<file path="src/rtl/bus_node_fifo_port.sv">
`default_nettype none
// ============================================================================
// Module   : bus_node_fifo_port
// Purpose  : Per-node endpoint between one device and the shared bus arbiter.
//            TX side queues device packets and presents them to the arbiter
//            (pndng / D_pop, drained by pop). RX side captures arbiter
//            deliveries (push / D_push) into a queue the device reads.
//            Both queues are first-word fall-through; data outputs read 0
//            while the corresponding queue is empty.
// Ports    : clk, reset (sync, active-high)
//            dev_wr, dev_wr_data, dev_full          - device -> TX queue
//            pndng, D_pop, pop                      - TX queue <-> arbiter
//            push, D_push                           - arbiter -> RX queue
//            dev_rd, dev_rd_data, dev_rx_vld        - RX queue -> device
//            tx_count, rx_count                     - occupancies 0..DEPTH
//            err_flags                              - sticky {rx_ovf, tx_undf, tx_ovf}
// Config   : RX_ADDR_FILTER_EN - when defined, a push is accepted only if its
//            destination byte equals DRVR_ID or BROADCAST; other pushes are
//            silently dropped. When undefined, every push is accepted.
// Revision : 1.0 - initial release
// ============================================================================
module bus_node_fifo_port #(
    parameter int         PCKG_SZ   = 16,
    parameter int         DEPTH     = 8,
    parameter logic [7:0] DRVR_ID   = 8'd0,
    parameter logic [7:0] BROADCAST = 8'hFF
) (
    input  logic                         clk,
    input  logic                         reset,
    input  logic                         dev_wr,
    input  logic [PCKG_SZ-1:0]           dev_wr_data,
    output logic                         dev_full,
    output logic                         pndng,
    output logic [PCKG_SZ-1:0]           D_pop,
    input  logic                         pop,
    input  logic                         push,
    input  logic [PCKG_SZ-1:0]           D_push,
    input  logic                         dev_rd,
    output logic [PCKG_SZ-1:0]           dev_rd_data,
    output logic                         dev_rx_vld,
    output logic [$clog2(DEPTH+1)-1:0]   tx_count,
    output logic [$clog2(DEPTH+1)-1:0]   rx_count,
    output logic [2:0]                   err_flags
);

    localparam int PTR_W = $clog2(DEPTH);
    localparam int CNT_W = $clog2(DEPTH + 1);

    localparam logic [PTR_W-1:0] c_ptr_one  = PTR_W'(1);
    localparam logic [CNT_W-1:0] c_cnt_one  = CNT_W'(1);
    localparam logic [CNT_W-1:0] c_cnt_full = CNT_W'(DEPTH);

`ifdef RX_ADDR_FILTER_EN
    localparam logic c_filter_en = 1'b1;
`else
    localparam logic c_filter_en = 1'b0;
`endif

    // ------------------------------------------------------------------
    // Storage and pointer/count state
    // ------------------------------------------------------------------
    logic [PCKG_SZ-1:0] r_tx_mem [DEPTH];
    logic [PCKG_SZ-1:0] r_rx_mem [DEPTH];

    logic [PTR_W-1:0] r_tx_wr_ptr;
    logic [PTR_W-1:0] r_tx_rd_ptr;
    logic [CNT_W-1:0] r_tx_count;
    logic [PTR_W-1:0] r_rx_wr_ptr;
    logic [PTR_W-1:0] r_rx_rd_ptr;
    logic [CNT_W-1:0] r_rx_count;
    logic [2:0]       r_err;

    // ------------------------------------------------------------------
    // TX decode
    // ------------------------------------------------------------------
    logic w_tx_empty;
    logic w_tx_full;
    logic w_tx_do_pop;
    logic w_tx_do_wr;

    assign w_tx_empty  = (r_tx_count == '0);
    assign w_tx_full   = (r_tx_count == c_cnt_full);
    assign w_tx_do_pop = pop && !w_tx_empty;
    // A pop in the same cycle frees the slot the write needs.
    assign w_tx_do_wr  = dev_wr && (!w_tx_full || w_tx_do_pop);

    // ------------------------------------------------------------------
    // RX decode
    // ------------------------------------------------------------------
    logic [7:0] w_dest;
    logic       w_addr_ok;
    logic       w_rx_accept;
    logic       w_rx_empty;
    logic       w_rx_full;
    logic       w_rx_do_rd;
    logic       w_rx_do_wr;

    assign w_dest      = D_push[PCKG_SZ-1 -: 8];
    assign w_addr_ok   = (w_dest == DRVR_ID) || (w_dest == BROADCAST);
    // Filtered-out pushes never reach the queue, so they cannot overflow it.
    assign w_rx_accept = push && (!c_filter_en || w_addr_ok);
    assign w_rx_empty  = (r_rx_count == '0);
    assign w_rx_full   = (r_rx_count == c_cnt_full);
    assign w_rx_do_rd  = dev_rd && !w_rx_empty;
    assign w_rx_do_wr  = w_rx_accept && (!w_rx_full || w_rx_do_rd);

    // ------------------------------------------------------------------
    // Data storage (no reset needed: contents are qualified by the counts)
    // ------------------------------------------------------------------
    always_ff @(posedge clk) begin
        if (!reset && w_tx_do_wr) begin
            r_tx_mem[r_tx_wr_ptr] <= dev_wr_data;
        end
        if (!reset && w_rx_do_wr) begin
            r_rx_mem[r_rx_wr_ptr] <= D_push;
        end
    end

    // ------------------------------------------------------------------
    // TX pointers / count
    // ------------------------------------------------------------------
    always_ff @(posedge clk) begin
        if (reset) begin
            r_tx_wr_ptr <= '0;
            r_tx_rd_ptr <= '0;
            r_tx_count  <= '0;
        end else begin
            if (w_tx_do_wr) begin
                r_tx_wr_ptr <= r_tx_wr_ptr + c_ptr_one;
            end
            if (w_tx_do_pop) begin
                r_tx_rd_ptr <= r_tx_rd_ptr + c_ptr_one;
            end
            case ({w_tx_do_wr, w_tx_do_pop})
                2'b10:   r_tx_count <= r_tx_count + c_cnt_one;
                2'b01:   r_tx_count <= r_tx_count - c_cnt_one;
                default: r_tx_count <= r_tx_count;
            endcase
        end
    end

    // ------------------------------------------------------------------
    // RX pointers / count
    // ------------------------------------------------------------------
    always_ff @(posedge clk) begin
        if (reset) begin
            r_rx_wr_ptr <= '0;
            r_rx_rd_ptr <= '0;
            r_rx_count  <= '0;
        end else begin
            if (w_rx_do_wr) begin
                r_rx_wr_ptr <= r_rx_wr_ptr + c_ptr_one;
            end
            if (w_rx_do_rd) begin
                r_rx_rd_ptr <= r_rx_rd_ptr + c_ptr_one;
            end
            case ({w_rx_do_wr, w_rx_do_rd})
                2'b10:   r_rx_count <= r_rx_count + c_cnt_one;
                2'b01:   r_rx_count <= r_rx_count - c_cnt_one;
                default: r_rx_count <= r_rx_count;
            endcase
        end
    end

    // ------------------------------------------------------------------
    // Sticky error flags {rx_ovf, tx_undf, tx_ovf}
    // ------------------------------------------------------------------
    always_ff @(posedge clk) begin
        if (reset) begin
            r_err <= '0;
        end else begin
            if (dev_wr && w_tx_full && !pop) begin
                r_err[0] <= 1'b1;
            end
            if (pop && w_tx_empty) begin
                r_err[1] <= 1'b1;
            end
            if (w_rx_accept && w_rx_full && !dev_rd) begin
                r_err[2] <= 1'b1;
            end
        end
    end

    // ------------------------------------------------------------------
    // Outputs: direct decode of registered state
    // ------------------------------------------------------------------
    assign pndng       = !w_tx_empty;
    assign dev_full    = w_tx_full;
    assign D_pop       = w_tx_empty ? '0 : r_tx_mem[r_tx_rd_ptr];
    assign dev_rx_vld  = !w_rx_empty;
    assign dev_rd_data = w_rx_empty ? '0 : r_rx_mem[r_rx_rd_ptr];
    assign tx_count    = r_tx_count;
    assign rx_count    = r_rx_count;
    assign err_flags   = r_err;

endmodule
`default_nettype wire

</file>
<file path="config.mk">
export PLATFORM = sky130hd
export DESIGN_NAME = bus_node_fifo_port
export DESIGN_NICKNAME = d
export VERILOG_FILES = /design/src/rtl/bus_node_fifo_port.sv
export SDC_FILE = /design/constraint.sdc
export NUM_CORES = 1
export LEC_CHECK = 0
export CORE_UTILIZATION = 45
export CTS_BUF_LIST = sky130_fd_sc_hd__clkbuf_4
export CTS_CLUSTER_DIAMETER = 40
export DETAILED_ROUTE_END_ITERATION = 10
export PLACE_DENSITY_LB_ADDON = 0.15
export SETUP_SLACK_MARGIN = 0.2
export SLEW_MARGIN = 20
export SYNTH_ARGS = -nofsm -noshare
export SYNTH_HDL_FRONTEND = slang
export SYNTH_SLANG_ARGS = --single-unit
</file>
<file path="constraint.sdc">
create_clock -name clk -period 3.1 [get_ports clk]
set_input_delay 0.465 -clock clk [delete_from_list [all_inputs] [get_ports clk]]
set_output_delay 0.465 -clock clk [all_outputs]
set_load 0.01 [all_outputs]
</file>
Run 1, drive-strength map:
Bar = 50 um.
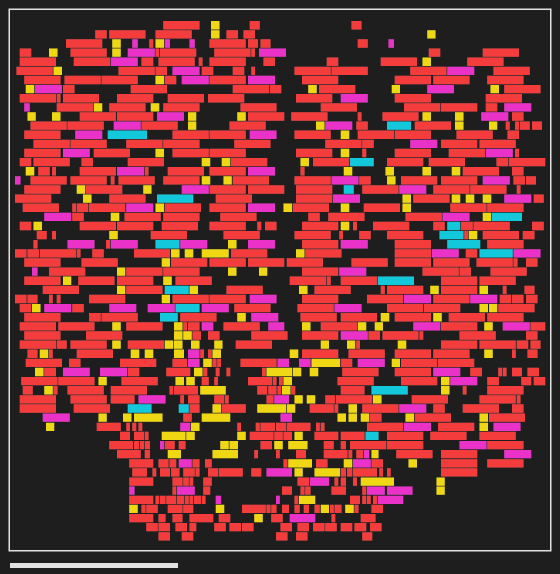
Key: magenta = drive 2 [cells 94, share 11%]; cyan = drive 6 and up [cells 19, share 2.3%]; red = drive 1 or less [cells 547, share 66%]; yellow = drive 3 to 4 [cells 164, share 20%]
nonclk buf count: 132
Final Instance Area: 14,060 um^2
area delta synth->final: 23.69%
Final WS setup: 281.5 ps

Run 1, M1 wires:
Bar = 50 um. Supply wires on this layer in grey. Cells faint in the background.
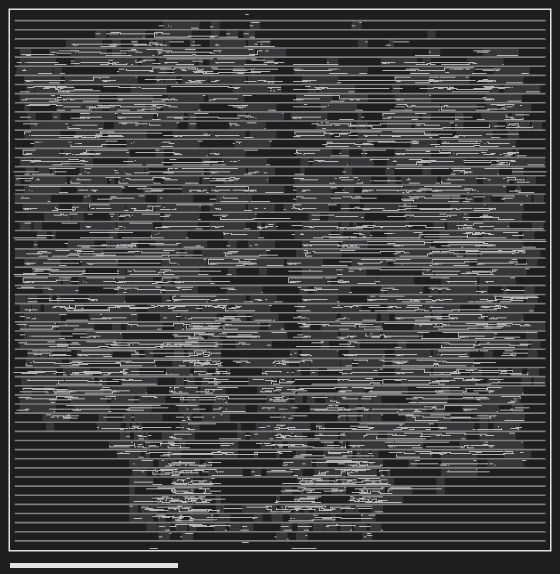
The wires run mostly horizontal. The longest straight run is 46.0 um. The layer carries 9,510 um of wire.

==> flow_summary.yaml, run 1 <==
# generated from flow reports
power:
  comb_power_mw: 2.61
  irDropWorstVdd_uv: 361.0
  p_clk_share_pct: 32.2
  internal-power_mw: 7.620
  pwr.group.clock_mw: 3.38
  power_frac_comb_pct: 24.9
  finalPower_mw: 10.51
  cellPowerDensity_nw_per_um2: 747.7
  pg_seq_mw: 4.52
  switching_share_pct: 27.52
  p_leak_nw: 4.707
  p_sw_mw: 2.893
yosys:
  synthSimpleGateAreaFrac_pct: 5.228
  ys_area_um2: 11370
  synthTopCellsByArea: "edfxtp_1, mux4_2, dfxtp_1, mux2i_1, nor2_1"
  ys_ff: 285
  synthArstFlopShare_pct: 0
  edf_count: 256
  mux_area_share_pct: 16.04
  synth_nets: 640
  top_area_share_pct: 67.63
  ys_types: 48
  synthAdderAreaFrac_pct: 0.6604
  synthAoiAreaFrac_pct: 2.356
  synth_area_um2: 11370
  yosys.area.top_type: "edfxtp_1"
  synth.avg_cell_area_um2: 19.07
clock_network:
  htreeDepth: 3
  ctsHoldBuffers: 0
  cts_tree: "yes"
  clock-sinks: 285
  clkLatencyLatePin_ps: 670
  cts_buffer_depth: 3
  cts-resized-gates: 45
  postCtsSetupRepairBufs: 5
min_path:
  holdCritStartpoint: "err_flags[0]$_SDFFE_PP0P_"
  worstHoldEndpoint: "err_flags[0]$_SDFFE_PP0P_"
  hold_path_class: "reg -> reg"
  min_path_cells: 2
finish:
  area.share.combinational_pct: 21.37
  clkbuf_count: 111
  largestClassByArea: "sequential cells"
  diodes: 2
  ff_count: 285
  layout_top_cell: "edfxtp_1"
  mostFrequentLayoutCells: "edfxtp_1, clkbuf_4, nor2_1"
  final_layout_size_suffix_gt1_share_pct: 33.62
  fin_util_pct: 57.31
  seq_area_um2: 8280
  fin_nets: 813
  nonClkBufAreaFrac_pct: 9.433
  logic_gates: 269
  logic_area_um2: 3004
setup_path:
  cp-end-kind: "primary output"
  path_cells: "buf_6 -> buf_16 -> mux4_2 -> mux2i_1 -> nor2_1 -> dlygate4sd2_1"
  critical_path_depth: 6
  rrSetupSlack_ps: 730
  crit_family: "multiplexers"
  slowest_stage: "mux4_2"
  startpoint_type: "flop"
  r2r_cells: 9
  r2r-end: "rx_count[2]$_SDFFE_PP0P_"
  reg2reg_from: "rx_count[2]$_SDFFE_PP0P_"
final_timing:
  rsz0062_at_grt: "true"
  final.setup_skew_ps: 36.90
  hold_viol_final: 0
  slew_headroom_pct: 52.63
  worst_slew_pin_slew_ps: 709.6
  period_minus_slack_ps: 2819
  drv_slew: 0
  setup-violations-final: 0
floorplanning:
  fp_util_pct: 46.33
  die_area_um2: 25900
  core_area_um2: 24530
  die_h_um: 160.9
  io_pins: 84
  tap_cells: 324
global_route:
  grt_util_met3_pct: 4.597
  met2_usage_pct: 32.56
  grt_use_total_pct: 18.79
  grt-busiest-layer: "met2"
  grt_pass1_wl_mm: 36.53
detailed_routing:
  highest_layer: "met5"
  wl_met2_mm: 12.28
  ant_nets: 0
  wl_met1_mm: 9.512
  drc: 0
  drt_iter0_drc: 383
  dr.pass1.iters: 4
place:
  dp_cells: 1004
  place_congestion: 0.7706
  dp_hpwl_mm: 13.65
  io_buffer_count: 83
  post-place-ws_ps: 436.6
run:
  maxCapViolations: 0
  warnings: 29
status:
  outcome: "finished clean"
Run 1, signal wires on met2:
Bar = 50 um. Cells faint in the background.
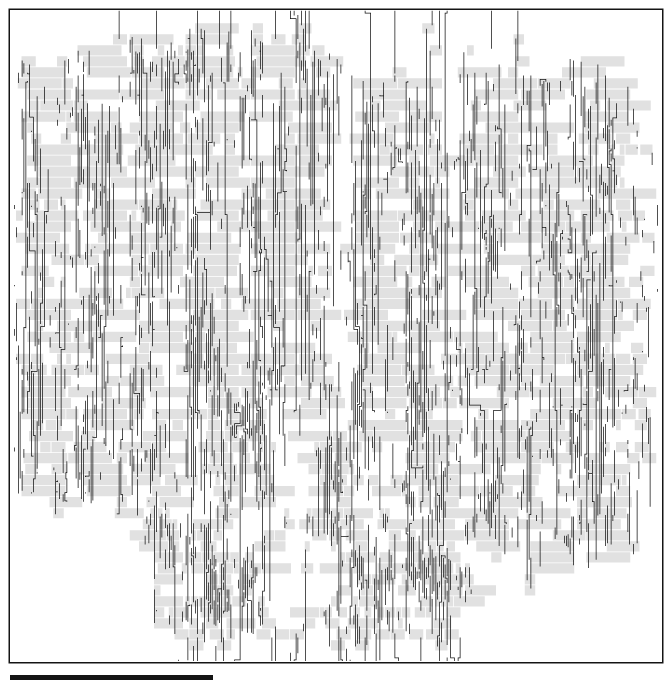
The wires run mostly vertical. 734 nets have wire on it. The longest straight run is 83.6 um. The layer holds 53% of the routed length.
detailed-route via count: 6,063
WL final: 23.24 mm

==> run 2: changes to the inputs <==
--- a/config.mk
+++ b/config.mk
@@ -5,12 +5,14 @@
 export SDC_FILE = /design/constraint.sdc
 export NUM_CORES = 1
 export LEC_CHECK = 0
+export CAP_MARGIN = 15
 export CORE_UTILIZATION = 45
 export CTS_BUF_LIST = sky130_fd_sc_hd__clkbuf_4
 export CTS_CLUSTER_DIAMETER = 40
 export DETAILED_ROUTE_END_ITERATION = 10
 export PLACE_DENSITY_LB_ADDON = 0.15
 export SETUP_SLACK_MARGIN = 0.2
+export SKIP_CTS_REPAIR_TIMING = 1
 export SLEW_MARGIN = 20
 export SYNTH_ARGS = -nofsm -noshare
 export SYNTH_HDL_FRONTEND = slang
Run 2, drive-strength map:
Bar = 50 um.
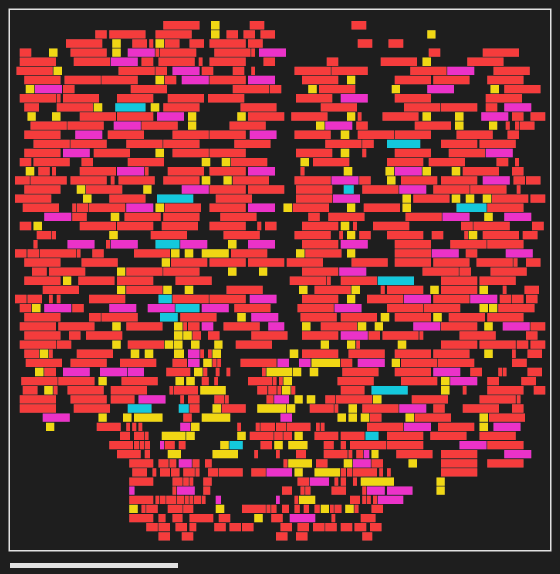
Key: yellow = drive 3 to 4 [cells 168, share 20%]; red = drive 1 or less [cells 553, share 67%]; magenta = drive 2 [cells 88, share 11%]; cyan = drive 6 and up [cells 15, share 1.8%]

Run 2, M1 wires:
Bar = 50 um. Supply wires on this layer in grey. Cells faint in the background.
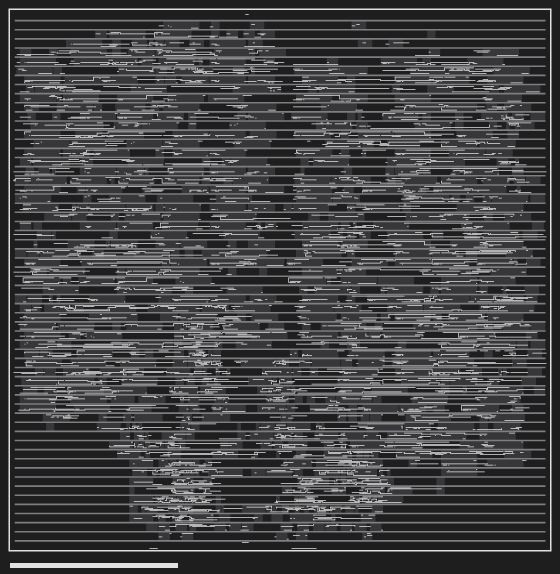
751 nets have wire on it. The wires run mostly horizontal. The longest straight run is 45.7 um.
detailed-route via count: 6,061
grt met1 use: 22.13%
WL final: 23.11 mm

==> flow_summary.yaml, run 2 <==
# generated from flow reports
status:
  outcome: "finished clean"
final_timing:
  drv_slew: 0
  hold_viol_final: 0
  worst_slew_pin_slew_ps: 703.8
  rsz0062_at_grt: "false"
  fin_ws_ps: 298.3
  final.setup_skew_ps: 35.92
  setup-violations-final: 0
power:
  power_frac_comb_pct: 24.8
  p_sw_mw: 2.868
  pwr.group.clock_mw: 3.38
  finalPower_mw: 10.51
  p_leak_nw: 5.064
  irDropWorstVdd_uv: 352.6
  comb_power_mw: 2.60
  internal-power_mw: 7.643
  p_clk_share_pct: 32.1
  pg_seq_mw: 4.53
  cellPowerDensity_nw_per_um2: 744.0
finish:
  ff_count: 285
  seq_area_um2: 8280
  layout_top_cell: "edfxtp_1"
  final_layout_size_suffix_gt1_share_pct: 32.89
  final_cell_area_um2: 14130
  nonClkBufAreaFrac_pct: 9.840
  mostFrequentLayoutCells: "edfxtp_1, clkbuf_4, nor2_1"
  fin_util_pct: 57.58
  buffers: 132
  diodes: 2
  fin_nets: 813
  largestClassByArea: "sequential cells"
  logic_gates: 269
  logic_area_um2: 3008
  area.share.combinational_pct: 21.29
detailed_routing:
  wl_met1_mm: 9.446
  drt_iter0_drc: 367
  ant_nets: 0
  highest_layer: "met5"
  drc: 0
yosys:
  top_area_share_pct: 67.63
  synthAdderAreaFrac_pct: 0.6604
  ys_ff: 285
  synth_nets: 640
  mux_area_share_pct: 16.04
  ys_types: 48
  yosys.area.top_type: "edfxtp_1"
  synth_area_um2: 11370
  synthSimpleGateAreaFrac_pct: 5.228
  edf_count: 256
  synthTopCellsByArea: "edfxtp_1, mux4_2, dfxtp_1, mux2i_1, nor2_1"
floorplanning:
  core_area_um2: 24530
  io_pins: 84
  fp_util_pct: 46.33
  die_area_um2: 25900
  die_h_um: 160.9
clock_network:
  clkLatencyLatePin_ps: 670
  clock-sinks: 285
  htreeDepth: 3
  cts_tree: "yes"
  cts_buffer_depth: 3
place:
  post-place-ws_ps: 436.6
  dp_cells: 1004
  place_congestion: 0.7706
  io_buffer_count: 83
min_path:
  min_path_cells: 2
  worstHoldEndpoint: "err_flags[0]$_SDFFE_PP0P_"
setup_path:
  r2r-end: "rx_count[2]$_SDFFE_PP0P_"
  slowest_stage: "mux4_2"
  reg2reg_from: "rx_count[2]$_SDFFE_PP0P_"
  startpoint_type: "flop"
  r2r_cells: 9
  path_cells: "buf_6 -> buf_4 -> buf_12 -> mux4_2 -> mux2i_4 -> nor2_1 -> dlymetal6s2s_1"
  rrSetupSlack_ps: 780
global_route:
  grt_use_total_pct: 18.47
  grt_pass1_wl_mm: 35.99
  grt_util_met3_pct: 4.597
  grt-busiest-layer: "met2"
run:
  maxCapViolations: 0
==> run 3: changes to the inputs <==
--- a/config.mk
+++ b/config.mk
@@ -9,6 +9,7 @@
 export CORE_UTILIZATION = 45
 export CTS_BUF_LIST = sky130_fd_sc_hd__clkbuf_4
 export CTS_CLUSTER_DIAMETER = 40
+export CTS_CLUSTER_SIZE = 28
 export DETAILED_ROUTE_END_ITERATION = 10
 export PLACE_DENSITY_LB_ADDON = 0.15
 export SETUP_SLACK_MARGIN = 0.2
Run 3, M1 wires:
Bar = 50 um. Supply wires on this layer in grey. Cells faint in the background.
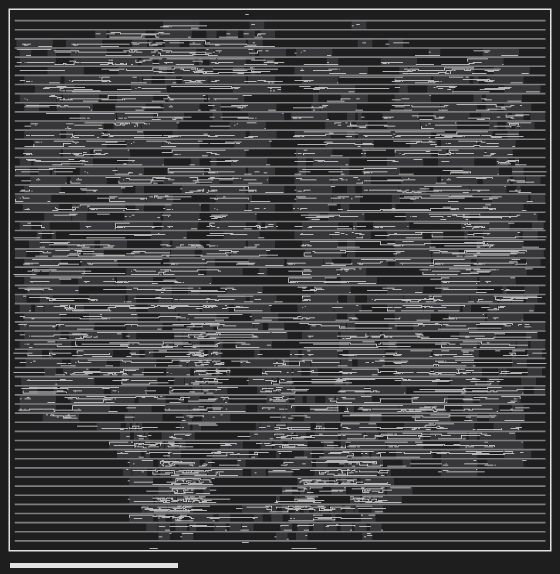
709 nets have wire on it. The layer holds 40% of the routed length. The longest straight run is 38.6 um.

Run 3, signal wires on met2:
Bar = 50 um. Cells faint in the background.
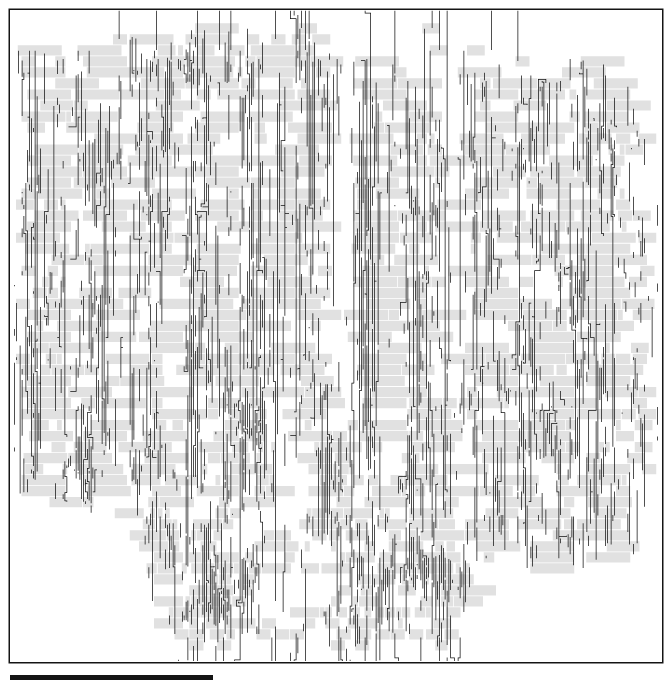
The layer holds 53% of the routed length. The wires run mostly vertical. 692 nets have wire on it. The longest straight run is 81.7 um. The layer carries 12,100 um of wire.
met2 usage: 31.64%
detailed-route via count: 5,833
WL final: 22.76 mm

==> flow_summary.yaml, run 3 <==
# generated from flow reports
finish:
  ff_count: 285
  buffers: 132
  clkbuf_count: 45
  final_cell_area_um2: 13700
  clock_area_share_pct: 4.402
  nonClkBufAreaFrac_pct: 10.04
  mostFrequentLayoutCells: "edfxtp_1, nor2_1, mux4_2"
  diodes: 2
  logic_gates: 269
  logic_area_um2: 3008
  layout_top_cell: "edfxtp_1"
  seq_area_um2: 8278
  final_layout_size_suffix_gt1_share_pct: 28.33
  syn_to_final_growth_pct: 20.52
  largestClassByArea: "sequential cells"
  area.share.combinational_pct: 21.96
  fin_util_pct: 55.84
  inverters: 6
  fin_nets: 775
clock_network:
  clkLatencyLatePin_ps: 670
  cts_tree: "yes"
  clock-sinks: 285
  clk_pin_slew_worst_paths_ps: 100
  cts_buffer_depth: 3
  htreeDepth: 2
power:
  pwr.group.clock_mw: 2.49
  cellPowerDensity_nw_per_um2: 701.1
  p_clk_share_pct: 25.9
  p_sw_mw: 2.719
  p_leak_nw: 4.766
  finalPower_mw: 9.604
  switching_share_pct: 28.31
  power_frac_comb_pct: 27.0
  irDropWorstVdd_uv: 403.3
  pg_seq_mw: 4.52
  internal-power_mw: 6.886
  comb_power_mw: 2.59
setup_path:
  cp-end-kind: "primary output"
  critical_path_depth: 3
  startpoint_type: "flop"
  reg2reg_from: "tx_count[1]$_SDFFE_PP0P_"
  crit_family: "simple AND/OR/NAND/NOR gates"
  r2r_cells: 10
  r2r-end: "tx_count[2]$_SDFFE_PP0P_"
  slowest_stage: "or4b_4"
  path_cells: "or4b_4 -> inv_2 -> clkdlybuf4s50_1"
  rrSetupSlack_ps: 790
detailed_routing:
  dr.pass1.iters: 7
  wl_met1_mm: 9.152
  drt_iter0_drc: 352
  highest_layer: "met5"
  drc: 0
  ant_nets: 0
  wl_met2_mm: 12.07
global_route:
  grt_pass1_vias: 6201
  grt_pass1_wl_mm: 35.33
  grt_use_total_pct: 18.11
  grt.met1_usage_pct: 22.63
  grt-busiest-layer: "met2"
  grt_util_met3_pct: 3.796
final_timing:
  slew_headroom_pct: 53.34
  drv_slew: 0
  fin_ws_ps: 310.3
  setup-violations-final: 0
  fin_crit_sh_pct: 89.99
  period_minus_slack_ps: 2790
  rsz0062_at_grt: "false"
  final.setup_skew_ps: 47.63
  worst_slew_pin_slew_ps: 699.0
  hold_viol_final: 0
yosys:
  synthArstFlopShare_pct: 0
  ys_ff: 285
  ff_type: "edfxtp_1"
  synthAoiAreaFrac_pct: 2.356
  ys_cells: 596
  synth.avg_cell_area_um2: 19.07
  edf_count: 256
  yosys.area.top_type: "edfxtp_1"
  top_area_share_pct: 67.63
  synthSimpleGateAreaFrac_pct: 5.228
  synth_area_um2: 11370
  synthTopCellsByArea: "edfxtp_1, mux4_2, dfxtp_1, mux2i_1, nor2_1"
  synth_nets: 640
  ys_sh_xor_pct: 1.156
  ys_area_um2: 11370
  ys_types: 48
  synthAdderAreaFrac_pct: 0.6604
  mux_area_share_pct: 16.04
run:
  maxCapViolations: 0
  warnings: 27
floorplanning:
  io_pins: 84
  fp_util_pct: 46.33
  die_area_um2: 25900
  die_h_um: 160.9
  tap_cells: 324
  core_area_um2: 24530
place:
  place_congestion: 0.7706
  io_buffer_count: 83
  dp_hpwl_mm: 13.65
  post-place-ws_ps: 436.6
  dp_cells: 1004
status:
  outcome: "finished clean"
min_path:
  holdCritStartpoint: "err_flags[0]$_SDFFE_PP0P_"
  hold_path_class: "reg -> reg"
  worstHoldEndpoint: "err_flags[0]$_SDFFE_PP0P_"
  min_path_cells: 2
Power and IR drop assume default switching activity.
